Fig. 1: the metal 1 layer
Scale bar: 20 um. Supply wires on this layer in gray.
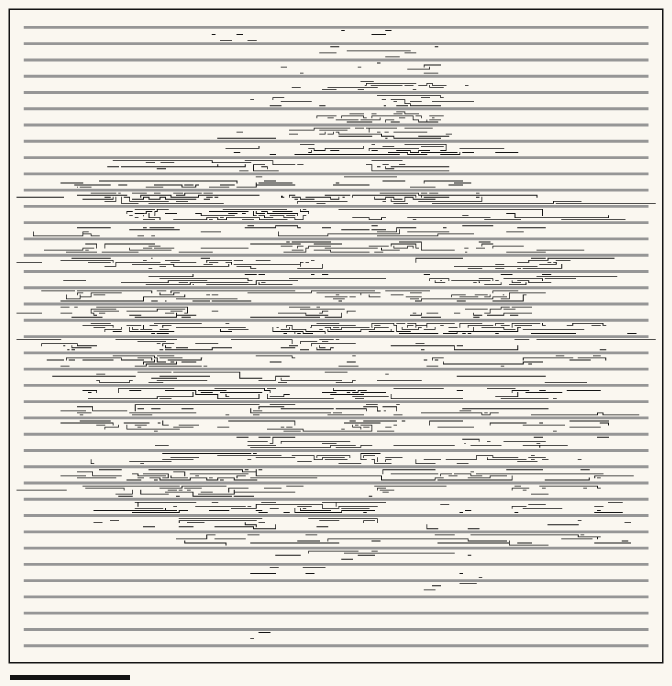
Fig. 2: the metal 2 layer
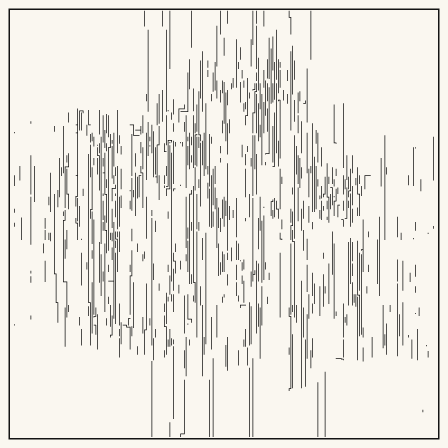
Fig. 3: M3 wires
Scale bar: 20 um.
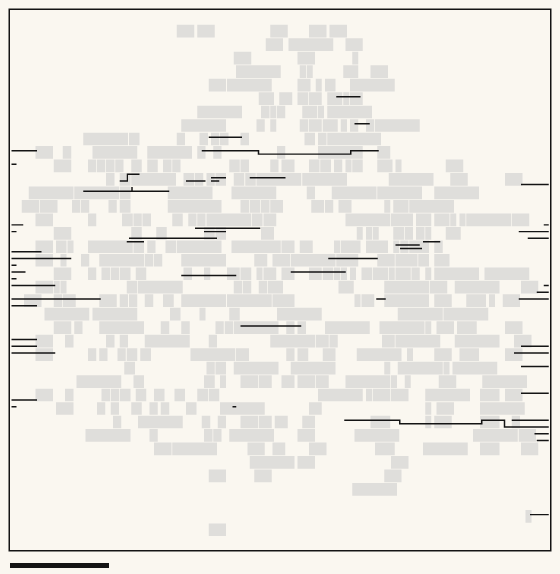
[src/rtl/jtag_cmd_master.sv]
// jtag_cmd_master
// Turns one host command (memory write/read, register write, status read)
// into a complete virtual-JTAG transaction on the target side:
//   IDLE -> UIR -> CDR -> SDR (N bits) -> UDR -> RESP -> IDLE
// Every UIR/CDR/UDR state and every SDR bit lasts one tck period: TCK_HALF
// clk cycles with tck low, then TCK_HALF clk cycles with tck high. tdi,
// ir_in and the v_* strobes only change on the clk edge that drives tck low,
// so they are stable around every tck rising edge.
//
// Handshake: a command transfers on a rising clk edge where cmd_valid and
// cmd_ready are both high. cmd_ready is high only in IDLE, so one command is
// in flight at a time. rsp_valid is a one-cycle pulse with no back-pressure;
// rsp_data stays valid until the next response pulse.
module jtag_cmd_master #(
  parameter int unsigned TCK_HALF = 1  // clk cycles per tck half-period, 1..255
) (
  input  logic        clk,
  input  logic        aclr,
  input  logic        cmd_valid,
  output logic        cmd_ready,
  input  logic [1:0]  cmd_op,
  input  logic [15:0] cmd_addr,
  input  logic [7:0]  cmd_data,
  output logic        rsp_valid,
  output logic [7:0]  rsp_data,
  output logic        busy,
  output logic        tck,
  output logic        tdi,
  input  logic        tdo,
  output logic [2:0]  ir_in,
  output logic        v_uir,
  output logic        v_cdr,
  output logic        v_sdr,
  output logic        v_udr,
  output logic [2:0]  fsm_state
);

  // FSM encoding
  localparam logic [2:0] S_IDLE = 3'd0;
  localparam logic [2:0] S_UIR  = 3'd1;
  localparam logic [2:0] S_CDR  = 3'd2;
  localparam logic [2:0] S_SDR  = 3'd3;
  localparam logic [2:0] S_UDR  = 3'd4;
  localparam logic [2:0] S_RESP = 3'd5;

  // Command opcodes
  localparam logic [1:0] OP_MEM_WRITE   = 2'd0;
  localparam logic [1:0] OP_MEM_READ    = 2'd1;
  localparam logic [1:0] OP_REG_WRITE   = 2'd2;
  localparam logic [1:0] OP_STATUS_READ = 2'd3;

  // Virtual instruction codes presented on ir_in
  localparam logic [2:0] IR_MEM_WRITE = 3'b011;
  localparam logic [2:0] IR_MEM_READ  = 3'b010;
  localparam logic [2:0] IR_REG       = 3'b001;

  // Last index of the half-period counter; counter stops here, never wraps.
  localparam logic [7:0] HALF_LAST = 8'(TCK_HALF - 1);

  // Last SDR bit index for 24-bit (memory) and 16-bit (register) shifts.
  localparam logic [4:0] LAST_BIT_MEM = 5'd23;
  localparam logic [4:0] LAST_BIT_REG = 5'd15;

  // Number of tdo samples that make up the response byte.
  localparam logic [4:0] CAP_BITS = 5'd8;

  logic [2:0]  state;
  logic [2:0]  state_nxt;
  logic [7:0]  half_cnt;
  logic [4:0]  bit_cnt;
  logic [1:0]  op_q;
  logic [23:0] word_q;
  logic [23:0] word_new;
  logic [2:0]  ir_new;
  logic [7:0]  cap_q;
  logic [4:0]  last_idx;

  logic accept;
  logic in_phase;
  logic half_done;
  logic tck_rise;
  logic period_end;
  logic last_bit;

  assign accept     = cmd_valid && (state == S_IDLE);
  assign in_phase   = (state == S_UIR) || (state == S_CDR) ||
                      (state == S_SDR) || (state == S_UDR);
  assign half_done  = (half_cnt == HALF_LAST);
  assign tck_rise   = in_phase && half_done && !tck;
  assign period_end = in_phase && half_done && tck;
  // Memory ops (op[1]==0) shift 24 bits, register/status ops shift 16.
  assign last_idx   = op_q[1] ? LAST_BIT_REG : LAST_BIT_MEM;
  assign last_bit   = (bit_cnt == last_idx);

  assign cmd_ready = (state == S_IDLE);
  assign busy      = (state != S_IDLE);
  assign fsm_state = state;

  // Shift word and instruction code derived from the incoming command.
  // Register/status words are 16 bits, kept in the low half of the 24-bit
  // holding register.
  always_comb begin
    word_new = 24'h000000;
    ir_new   = IR_REG;
    case (cmd_op)
      OP_MEM_WRITE: begin
        word_new = {cmd_addr, cmd_data};
        ir_new   = IR_MEM_WRITE;
      end
      OP_MEM_READ: begin
        word_new = {cmd_addr, 8'h00};
        ir_new   = IR_MEM_READ;
      end
      OP_REG_WRITE: begin
        word_new = {8'h00, 4'h0, cmd_addr[3:0], cmd_data};
        ir_new   = IR_REG;
      end
      OP_STATUS_READ: begin
        word_new = {8'h00, 16'h0F00};
        ir_new   = IR_REG;
      end
      default: begin
        word_new = 24'h000000;
        ir_new   = IR_REG;
      end
    endcase
  end

  // Next-state logic: each JTAG phase advances at the end of its tck period.
  always_comb begin
    state_nxt = state;
    case (state)
      S_IDLE: if (accept) state_nxt = S_UIR;
      S_UIR:  if (period_end) state_nxt = S_CDR;
      S_CDR:  if (period_end) state_nxt = S_SDR;
      S_SDR:  if (period_end && last_bit) state_nxt = S_UDR;
      S_UDR:  if (period_end) state_nxt = S_RESP;
      S_RESP: state_nxt = S_IDLE;
      default: state_nxt = S_IDLE;
    endcase
  end

  // State register.
  always_ff @(posedge clk or negedge aclr) begin
    if (!aclr) state <= S_IDLE;
    else       state <= state_nxt;
  end

  // Half-period counter: counts clk cycles within a tck half, restarts at
  // every tck edge and stays at zero outside the shifting phases.
  always_ff @(posedge clk or negedge aclr) begin
    if (!aclr)                           half_cnt <= 8'd0;
    else if (accept || !in_phase)        half_cnt <= 8'd0;
    else if (half_done)                  half_cnt <= 8'd0;
    else                                 half_cnt <= half_cnt + 8'd1;
  end

  // tck generation: high for the second half of each period, low elsewhere.
  always_ff @(posedge clk or negedge aclr) begin
    if (!aclr)            tck <= 1'b0;
    else if (tck_rise)    tck <= 1'b1;
    else if (period_end)  tck <= 1'b0;
    else if (!in_phase)   tck <= 1'b0;
  end

  // Command capture at acceptance; the shift word moves right one bit at
  // the end of every SDR bit except the last.
  always_ff @(posedge clk or negedge aclr) begin
    if (!aclr) begin
      op_q   <= 2'd0;
      word_q <= 24'h000000;
    end else if (accept) begin
      op_q   <= cmd_op;
      word_q <= word_new;
    end else if ((state == S_SDR) && period_end && !last_bit) begin
      word_q <= {1'b0, word_q[23:1]};
    end
  end

  // SDR bit counter; it stops at the last bit, where the FSM leaves SDR.
  always_ff @(posedge clk or negedge aclr) begin
    if (!aclr)                                           bit_cnt <= 5'd0;
    else if (accept)                                     bit_cnt <= 5'd0;
    else if ((state == S_SDR) && period_end && !last_bit) bit_cnt <= bit_cnt + 5'd1;
  end

  // tdi: LSB of the shift word first, updated only on tck-low edges.
  always_ff @(posedge clk or negedge aclr) begin
    if (!aclr) begin
      tdi <= 1'b0;
    end else if (accept) begin
      tdi <= 1'b0;
    end else if (period_end) begin
      if (state == S_CDR)                  tdi <= word_q[0];
      else if ((state == S_SDR) && !last_bit) tdi <= word_q[1];
      else                                 tdi <= 1'b0;
    end
  end

  // Instruction register: loaded at the start of UIR, held until the next.
  always_ff @(posedge clk or negedge aclr) begin
    if (!aclr)       ir_in <= 3'b000;
    else if (accept) ir_in <= ir_new;
  end

  // Phase strobes: exactly one high per phase, handed over on tck-low edges.
  always_ff @(posedge clk or negedge aclr) begin
    if (!aclr) begin
      v_uir <= 1'b0;
      v_cdr <= 1'b0;
      v_sdr <= 1'b0;
      v_udr <= 1'b0;
    end else if (accept) begin
      v_uir <= 1'b1;
      v_cdr <= 1'b0;
      v_sdr <= 1'b0;
      v_udr <= 1'b0;
    end else if (period_end) begin
      case (state)
        S_UIR: begin
          v_uir <= 1'b0;
          v_cdr <= 1'b1;
        end
        S_CDR: begin
          v_cdr <= 1'b0;
          v_sdr <= 1'b1;
        end
        S_SDR: begin
          if (last_bit) begin
            v_sdr <= 1'b0;
            v_udr <= 1'b1;
          end
        end
        S_UDR: begin
          v_udr <= 1'b0;
        end
        default: begin
          v_uir <= 1'b0;
          v_cdr <= 1'b0;
          v_sdr <= 1'b0;
          v_udr <= 1'b0;
        end
      endcase
    end
  end

  // tdo capture: sampled as tck rises in the first eight SDR bits, bit 0
  // first, so after eight shifts the first sample sits in bit 0.
  always_ff @(posedge clk or negedge aclr) begin
    if (!aclr) begin
      cap_q <= 8'h00;
    end else if (accept) begin
      cap_q <= 8'h00;
    end else if ((state == S_SDR) && tck_rise && (bit_cnt < CAP_BITS)) begin
      cap_q <= {tdo, cap_q[7:1]};
    end
  end

  // Response: one-cycle pulse in RESP, data held until the next response.
  always_ff @(posedge clk or negedge aclr) begin
    if (!aclr) begin
      rsp_valid <= 1'b0;
      rsp_data  <= 8'h00;
    end else begin
      rsp_valid <= (state == S_UDR) && period_end;
      if ((state == S_UDR) && period_end) rsp_data <= cap_q;
    end
  end

endmodule

[config.mk]
export PLATFORM = sky130hd
export DESIGN_NAME = jtag_cmd_master
export DESIGN_NICKNAME = d
export VERILOG_FILES = /design/src/rtl/jtag_cmd_master.sv
export SDC_FILE = /design/constraint.sdc
export NUM_CORES = 1
export LEC_CHECK = 0
export CAP_MARGIN = 20
export CORE_MARGIN = 2
export CORE_UTILIZATION = 30
export CTS_BUF_LIST = sky130_fd_sc_hd__clkbuf_16
export DETAILED_ROUTE_END_ITERATION = 6
export PLACE_DENSITY = 0.6
export SYNTH_ARGS = -nofsm -noshare
export SYNTH_HDL_FRONTEND = slang
export SYNTH_SLANG_ARGS = --single-unit
[constraint.sdc]
create_clock -name clk -period 3.24 [get_ports clk]
set_input_delay 0.648 -clock clk [delete_from_list [all_inputs] [get_ports clk]]
set_output_delay 0.648 -clock clk [all_outputs]
set_load 0.02 [all_outputs]
==> reports/results.tsv <==
stage	metric	value	unit
outcome	status	complete, no violations	
power_and_ir_drop	combPwrFrac	30.3	%
power_and_ir_drop	p_leak	1.927	nW
cts	cts_root_buf	clkbuf_16	
finish	comb_area_share	34.97	%
routing	wirelength	8467	um
power_and_ir_drop	seq_power	1.22	mW
setup_path	endpoint	cmd_ready	
finish	nFillCells	1063	
finish	seq_area_share	38.44	%
logic_synthesis	yosys_area	3307	sq um
finish	fin_area	4297	sq um
worst_hold_path	hp-class	input port to async pin	
setup_path	critPathArrivalTime	2130	ps
power_and_ir_drop	power.density	751.5	nW/um^2
placed_design	hpwl	5451	um
logic_synthesis	seq_area_frac_synth	49.94	%
finish	largest_register_ff_count	24	
routing	top_layer	met4	
setup_path	required	2590	ps
Back to the opening pictures, Fig. 1:
main direction: horizontal
share of all routed wire: 48%
longest straight run: 34.0 um

Back to the opening pictures, Fig. 2:
longest straight run: 37.7 um
share of all routed wire: 47%
wire length on this layer: 3940 um

Back to the opening pictures, Fig. 3:
main direction: horizontal
longest straight run: 18.6 um
wire length on this layer: 373 um
nets with wire on the layer: 50
share of all routed wire: 4.4%

